Fig. 1: signal wires on met1
The bar under the picture is 20 um long. Supply wires on this layer in grey.
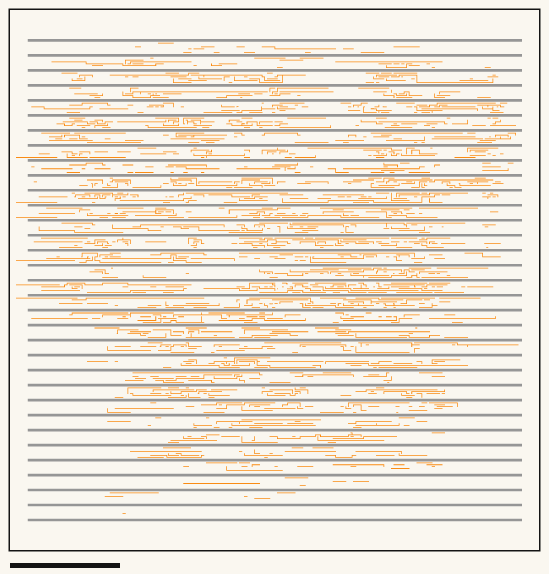
Fig. 2: the metal 2 layer
The bar under the picture is 20 um long.
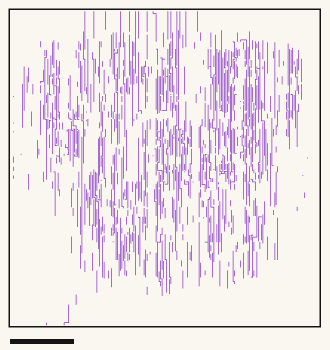
### config.mk
export PLATFORM = sky130hd
export DESIGN_NAME = pll_reconf_ctrl_flat
export DESIGN_NICKNAME = d
export VERILOG_FILES = /design/src/rtl/pll_reconf_ctrl_if.sv /design/src/rtl/pll_reconf_ctrl.sv /design/src/flat_wrapper.sv
export SDC_FILE = /design/constraint.sdc
export NUM_CORES = 1
export LEC_CHECK = 0
export ABC_AREA = 1
export CORE_AREA = 3 3 93 95
export CTS_BUF_LIST = sky130_fd_sc_hd__clkbuf_8
export DETAILED_ROUTE_END_ITERATION = 8
export DIE_AREA = 0 0 96 98
export PLACE_DENSITY = 0.78
export SYNTH_ARGS = -nofsm -noshare
export SYNTH_HDL_FRONTEND = slang
export SYNTH_SLANG_ARGS = --single-unit
### constraint.sdc
create_clock -name clock -period 2.2 [get_ports clock]
set_input_delay 0.33 -clock clock [delete_from_list [all_inputs] [get_ports clock]]
set_output_delay 0.33 -clock clock [all_outputs]
set_load 0.01 [all_outputs]
### src/rtl/pll_reconf_ctrl_if.sv
// pll_reconf_ctrl_if
//   Groups the signals between the PLL reconfiguration sequencer and its
//   surroundings: the mode-select logic, the reconfiguration ROM and the
//   ALTPLL reconfig core.
//
//   mode_in          requested mode code (level)
//   pll_reconf_busy  busy from the ALTPLL reconfig core
//   pll_locked       PLL lock, already synchronised to the sequencer clock
//   mode_out         mode code presented to the ROM
//   write_from_rom   one-cycle write strobe to the reconfig core
//   pll_areset       PLL asynchronous reset request
//   mode_active      last successfully applied mode
//   ctrl_busy        sequencer is working on a request
//   reconf_done      one-cycle success pulse
//   reconf_error     sticky failure flag
//
//   master: environment side (drives requests and PLL status)
//   slave : sequencer side
interface pll_reconf_ctrl_if;
  logic [7:0] mode_in;
  logic       pll_reconf_busy;
  logic       pll_locked;
  logic [7:0] mode_out;
  logic       write_from_rom;
  logic       pll_areset;
  logic [7:0] mode_active;
  logic       ctrl_busy;
  logic       reconf_done;
  logic       reconf_error;

  modport master (
    output mode_in, pll_reconf_busy, pll_locked,
    input  mode_out, write_from_rom, pll_areset, mode_active,
           ctrl_busy, reconf_done, reconf_error
  );

  modport slave (
    input  mode_in, pll_reconf_busy, pll_locked,
    output mode_out, write_from_rom, pll_areset, mode_active,
           ctrl_busy, reconf_done, reconf_error
  );
endinterface

### src/rtl/pll_reconf_ctrl.sv
// pll_reconf_ctrl
//   Runtime PLL reconfiguration sequencer. Qualifies a requested mode,
//   presents it to the reconfiguration ROM, strobes write_from_rom on the
//   ALTPLL reconfig core, tracks its busy handshake and waits for a stable
//   re-lock before declaring the new mode active.
//
//   clock    system clock
//   reset_n  asynchronous active-low reset
//   bus      pll_reconf_ctrl_if.slave (see interface file for signals)
//
//   Build option PLL_RECONF_LOCK_RETRY_EN: on a lock timeout, pulse
//   pll_areset and retry the lock wait up to MAX_RETRY times before failing.
//   Without it, a lock timeout fails immediately and pll_areset stays 0.
//
//   state        | meaning
//   IDLE         | requested mode equals active mode
//   STABLE       | waiting for mode_in to hold still
//   LOAD         | mode_out driven, letting the ROM outputs settle
//   WAIT_IDLE    | waiting for the reconfig core to be idle
//   WRITE        | write_from_rom strobe
//   WAIT_BUSY_HI | waiting for the core to acknowledge with busy
//   WAIT_BUSY_LO | waiting for the core to finish
//   WAIT_LOCK    | waiting for LOCK_STABLE consecutive lock cycles
//   ARESET       | pll_areset pulse before a lock retry (retry build only)
//   ERROR        | last attempt failed; waits for a different request
module pll_reconf_ctrl #(
  parameter int STABLE_CYCLES = 16,
  parameter int SETTLE_CYCLES = 4,
  parameter int BUSY_TIMEOUT  = 4096,
  parameter int LOCK_TIMEOUT  = 1048576,
  parameter int LOCK_STABLE   = 256,
  parameter int ARESET_CYCLES = 8,
  parameter int MAX_RETRY     = 3
) (
  input logic               clock,
  input logic               reset_n,
  pll_reconf_ctrl_if.slave  bus
);

  localparam int LW = $clog2(LOCK_STABLE + 1);

  localparam logic [23:0]   STABLE_LAST  = 24'(STABLE_CYCLES - 1);
  localparam logic [23:0]   SETTLE_LAST  = 24'(SETTLE_CYCLES - 1);
  localparam logic [23:0]   BUSY_LAST    = 24'(BUSY_TIMEOUT - 1);
  localparam logic [23:0]   LOCK_TO_LAST = 24'(LOCK_TIMEOUT - 1);
  localparam logic [LW-1:0] LOCK_LAST    = LW'(LOCK_STABLE - 1);

  // The retry counter is two bits wide.
  if (MAX_RETRY > 3 || ARESET_CYCLES < 1) begin : g_bad_cfg
    $error("pll_reconf_ctrl: MAX_RETRY must be <= 3 and ARESET_CYCLES >= 1");
  end

  typedef enum logic [3:0] {
    IDLE,
    STABLE,
    LOAD,
    WAIT_IDLE,
    WRITE,
    WAIT_BUSY_HI,
    WAIT_BUSY_LO,
    WAIT_LOCK,
`ifdef PLL_RECONF_LOCK_RETRY_EN
    ARESET,
`endif
    ERROR
  } state_t;

  state_t        state, state_nxt;
  logic [23:0]   cnt, cnt_nxt;
  logic          cnt_clr;
  logic [LW-1:0] lock_cnt, lock_cnt_nxt;
  logic [7:0]    req, req_nxt;
  logic [7:0]    mode_out_q, mode_out_nxt;
  logic [7:0]    mode_act_q, mode_act_nxt;
  logic          done_q, done_nxt;
  logic          err_q, err_nxt;
  logic          busy_seen, busy_seen_nxt;
  logic          lock_ok;
`ifdef PLL_RECONF_LOCK_RETRY_EN
  localparam logic [1:0] RETRY_MAX = 2'(MAX_RETRY);
  logic [1:0]    retry, retry_nxt;
`endif

  assign lock_ok = bus.pll_locked && (lock_cnt == LOCK_LAST);

  always_comb begin
    state_nxt     = state;
    req_nxt       = req;
    mode_out_nxt  = mode_out_q;
    mode_act_nxt  = mode_act_q;
    done_nxt      = 1'b0;
    err_nxt       = err_q;
    lock_cnt_nxt  = lock_cnt;
    busy_seen_nxt = 1'b0;
    cnt_clr       = 1'b0;
`ifdef PLL_RECONF_LOCK_RETRY_EN
    retry_nxt     = retry;
`endif
    unique case (state)
      IDLE: begin
        if (bus.mode_in != mode_act_q) begin
          req_nxt   = bus.mode_in;
          state_nxt = STABLE;
        end
      end
      STABLE: begin
        if (bus.mode_in == mode_act_q) begin
          state_nxt = IDLE;
        end else if (bus.mode_in != req) begin
          req_nxt = bus.mode_in;
          cnt_clr = 1'b1;
        end else if (cnt == STABLE_LAST) begin
          mode_out_nxt = req;
          state_nxt    = LOAD;
`ifdef PLL_RECONF_LOCK_RETRY_EN
          retry_nxt    = 2'd0;
`endif
        end
      end
      LOAD: begin
        if (cnt == SETTLE_LAST) state_nxt = WAIT_IDLE;
      end
      WAIT_IDLE: begin
        if (!bus.pll_reconf_busy) begin
          state_nxt = WRITE;
        end else if (cnt == BUSY_LAST) begin
          err_nxt   = 1'b1;
          state_nxt = ERROR;
        end
      end
      WRITE: begin
        // A core that raises busy while the strobe is still high must not
        // be missed by the following acknowledge wait.
        busy_seen_nxt = bus.pll_reconf_busy;
        state_nxt     = WAIT_BUSY_HI;
      end
      WAIT_BUSY_HI: begin
        if (bus.pll_reconf_busy || busy_seen) begin
          state_nxt = WAIT_BUSY_LO;
        end else if (cnt == BUSY_LAST) begin
          err_nxt   = 1'b1;
          state_nxt = ERROR;
        end
      end
      WAIT_BUSY_LO: begin
        if (!bus.pll_reconf_busy) begin
          state_nxt = WAIT_LOCK;
        end else if (cnt == BUSY_LAST) begin
          err_nxt   = 1'b1;
          state_nxt = ERROR;
        end
      end
      WAIT_LOCK: begin
        if (bus.pll_locked) lock_cnt_nxt = lock_cnt + 1'b1;
        else                lock_cnt_nxt = '0;
        if (lock_ok) begin
          mode_act_nxt = req;
          done_nxt     = 1'b1;
          err_nxt      = 1'b0;
          state_nxt    = IDLE;
        end else if (cnt == LOCK_TO_LAST) begin
`ifdef PLL_RECONF_LOCK_RETRY_EN
          if (retry < RETRY_MAX) begin
            retry_nxt = retry + 2'd1;
            state_nxt = ARESET;
          end else begin
            err_nxt   = 1'b1;
            state_nxt = ERROR;
          end
`else
          err_nxt   = 1'b1;
          state_nxt = ERROR;
`endif
        end
      end
`ifdef PLL_RECONF_LOCK_RETRY_EN
      ARESET: begin
        if (cnt == 24'(ARESET_CYCLES - 1)) state_nxt = WAIT_LOCK;
      end
`endif
      ERROR: begin
        if (bus.mode_in != req) begin
          req_nxt   = bus.mode_in;
          err_nxt   = 1'b0;
          state_nxt = STABLE;
        end
      end
      default: state_nxt = IDLE;
    endcase
    if (state_nxt != state) begin
      cnt_clr      = 1'b1;
      lock_cnt_nxt = '0;
    end
    cnt_nxt = cnt_clr ? 24'd0 : cnt + 24'd1;
  end

  always_ff @(posedge clock or negedge reset_n) begin
    if (!reset_n) begin
      state      <= IDLE;
      cnt        <= '0;
      lock_cnt   <= '0;
      req        <= 8'hFF;
      mode_out_q <= 8'hFF;
      mode_act_q <= 8'hFF;
      done_q     <= 1'b0;
      err_q      <= 1'b0;
      busy_seen  <= 1'b0;
`ifdef PLL_RECONF_LOCK_RETRY_EN
      retry      <= 2'd0;
`endif
    end else begin
      state      <= state_nxt;
      cnt        <= cnt_nxt;
      lock_cnt   <= lock_cnt_nxt;
      req        <= req_nxt;
      mode_out_q <= mode_out_nxt;
      mode_act_q <= mode_act_nxt;
      done_q     <= done_nxt;
      err_q      <= err_nxt;
      busy_seen  <= busy_seen_nxt;
`ifdef PLL_RECONF_LOCK_RETRY_EN
      retry      <= retry_nxt;
`endif
    end
  end

  assign bus.mode_out       = mode_out_q;
  assign bus.mode_active    = mode_act_q;
  assign bus.write_from_rom = (state == WRITE);
  assign bus.ctrl_busy      = (state != IDLE) && (state != ERROR);
  assign bus.reconf_done    = done_q;
  assign bus.reconf_error   = err_q;
`ifdef PLL_RECONF_LOCK_RETRY_EN
  assign bus.pll_areset     = (state == ARESET);
`else
  assign bus.pll_areset     = 1'b0;
`endif

endmodule

### src/flat_wrapper.sv
// flat-port wrapper written by rule: the top's interface ports become plain ports
module pll_reconf_ctrl_flat 
#(
  parameter int STABLE_CYCLES = 16,
  parameter int SETTLE_CYCLES = 4,
  parameter int BUSY_TIMEOUT  = 4096,
  parameter int LOCK_TIMEOUT  = 1048576,
  parameter int LOCK_STABLE   = 256,
  parameter int ARESET_CYCLES = 8,
  parameter int MAX_RETRY     = 3
)
  (clock, reset_n, bus_mode_in, bus_pll_reconf_busy, bus_pll_locked, bus_mode_out, bus_write_from_rom, bus_pll_areset, bus_mode_active, bus_ctrl_busy, bus_reconf_done, bus_reconf_error);
  pll_reconf_ctrl_if bus_i ();
  input logic clock;
  input logic reset_n;
  input wire logic [$bits(bus_i.mode_in)-1:0] bus_mode_in;
  input wire logic [$bits(bus_i.pll_reconf_busy)-1:0] bus_pll_reconf_busy;
  input wire logic [$bits(bus_i.pll_locked)-1:0] bus_pll_locked;
  output wire logic [$bits(bus_i.mode_out)-1:0] bus_mode_out;
  output wire logic [$bits(bus_i.write_from_rom)-1:0] bus_write_from_rom;
  output wire logic [$bits(bus_i.pll_areset)-1:0] bus_pll_areset;
  output wire logic [$bits(bus_i.mode_active)-1:0] bus_mode_active;
  output wire logic [$bits(bus_i.ctrl_busy)-1:0] bus_ctrl_busy;
  output wire logic [$bits(bus_i.reconf_done)-1:0] bus_reconf_done;
  output wire logic [$bits(bus_i.reconf_error)-1:0] bus_reconf_error;
  assign bus_i.mode_in = bus_mode_in;
  assign bus_i.pll_reconf_busy = bus_pll_reconf_busy;
  assign bus_i.pll_locked = bus_pll_locked;
  assign bus_mode_out = bus_i.mode_out;
  assign bus_write_from_rom = bus_i.write_from_rom;
  assign bus_pll_areset = bus_i.pll_areset;
  assign bus_mode_active = bus_i.mode_active;
  assign bus_ctrl_busy = bus_i.ctrl_busy;
  assign bus_reconf_done = bus_i.reconf_done;
  assign bus_reconf_error = bus_i.reconf_error;
  pll_reconf_ctrl #(.STABLE_CYCLES(STABLE_CYCLES), .SETTLE_CYCLES(SETTLE_CYCLES), .BUSY_TIMEOUT(BUSY_TIMEOUT), .LOCK_TIMEOUT(LOCK_TIMEOUT), .LOCK_STABLE(LOCK_STABLE), .ARESET_CYCLES(ARESET_CYCLES), .MAX_RETRY(MAX_RETRY)) u_core (.clock(clock), .reset_n(reset_n), .bus(bus_i));
endmodule
==> results_slide.txt <==
Implementation Results

Detailed routing
  • DRT antenna net count: 0
  • Final routed DRC violation total: 0
  • Routed wirelength normalized by instance count: roughly 13 um

Logic synthesis
  • Post-synth top cells: sky130_fd_sc_hd__nand2_1 (123), sky130_fd_sc_hd__nor2_1 (72), sky130_fd_sc_hd__inv_1 (58)
  • Post-Synthesis Net Count: 505
  • Ys flop type: sky130_fd_sc_hd__dfrtp_1
  • Leading cell type by number of instances after synthesis: sky130_fd_sc_hd__nand2_1
  • Avg Inst Size Synth: 7.90 um2
  • Post-synthesis cell type count: 40
  • Ao+oa area frac: 6.82%
  • Warning count from the yosys run: 0

Floorplanning
  • Tap Cells: 102
  • Initial core utilization: 49.6%

Layout
  • Flops: 64
  • Signal inverters: approximately 60
  • Final design area excluding fillers: 4870 um2
  • Largest cell class: combinational gates
  • Fraction of area in multi-input gates: slightly above 40%

Power and ir drop
  • LEAKAGE: 2.22 nW
  • Combinational share of power: 45.0%
  • Net switching power: around 1.9 mW
  • Sequential cell fraction of total power: a little under a third
  • Portion of total power attributed to the clock network: 23.9%
  • Maximum vdd drop: around 0.58 mV

Final timing
  • Final tally of setup violations: 33
  • Share of the cycle needed by the critical path after routing: 105%
  • Final WS setup: -0.114 ns
  • Setup TNS Final: -2.61 ns

Critical path
  • Crit path buf inv count: 10
  • Endpoint required time on the critical path: 2.45 ns
  • Total number of cells along the worst setup path: 17
  • R2R Path End: u_core.lock_cnt[6]$_DFFE_PN0P_
  • Element type at the critical path end: register
  • CP dominant cell by count: sky130_fd_sc_hd__buf_4
  • Cell class contributing the biggest share of worst-path delay: buffers and inverters
  • Worst-path maximum fanout: 3

Status
  • Status: finished with violations
  • Failing checks: negative setup slack

Placed design
  • Total cell area at the placement stage: between 4000 and 5000 um2
  • Final HPWL from detailed placement: 6380 um

Clocking
  • Clock net sink count: ~64
  • Longest Clk Path Bufs: 2
  • TritonCTS clock tree: yes

GRT
  • Vias in the first global route: ~3400
## Picture notes: Fig. 1
longest straight run: 31.7 um
wire length on this layer: 4000 um
nets with wire on the layer: 539
share of all routed wire: 45%
main direction: horizontal
met1 Track Usage GR: 25.8%
routed via count: 3392
overall routed net length: 8810 um

## Picture notes: Fig. 2
wire length on this layer: 4350 um
nets with wire on the layer: 498
main direction: vertical
longest straight run: 36.0 um
share of all routed wire: 49%
met2 GRT Util: 31.9%

[power groups by stage]
stage,Clock (mW),Sequential (mW),Combinational (mW)
2_1_floorplan,0,1.48,1.39
3_3_place_gp,0,1.51,1.92
3_5_place_dp,0,1.52,1.98
4_1_cts,1.17,1.50,2.01
5_1_grt,1.22,1.53,2.40
6_report,1.16,1.51,2.18
[state kept, by name, indices dropped and copies added, names as in the netlist]
name and count:
u_core.cnt 24, u_core.bus.reconf_error 1, u_core.busy_seen 1, u_core.state 4, u_core.bus.mode_active 8, u_core.req 8, u_core.lock_cnt 9, u_core.bus.mode_out 8
u_core.bus.reconf_done 1
[repair_timing]
action	CTS	global route
setup endpoints to repair	34	36
cloned	0	0
setup buffers	12	3
resized	8	16
pin swaps	1	1
hold buffers	1	0
endpoints found under the hold margin	21	0
Power figures rest on the tool's default switching activity, not on a simulated workload.
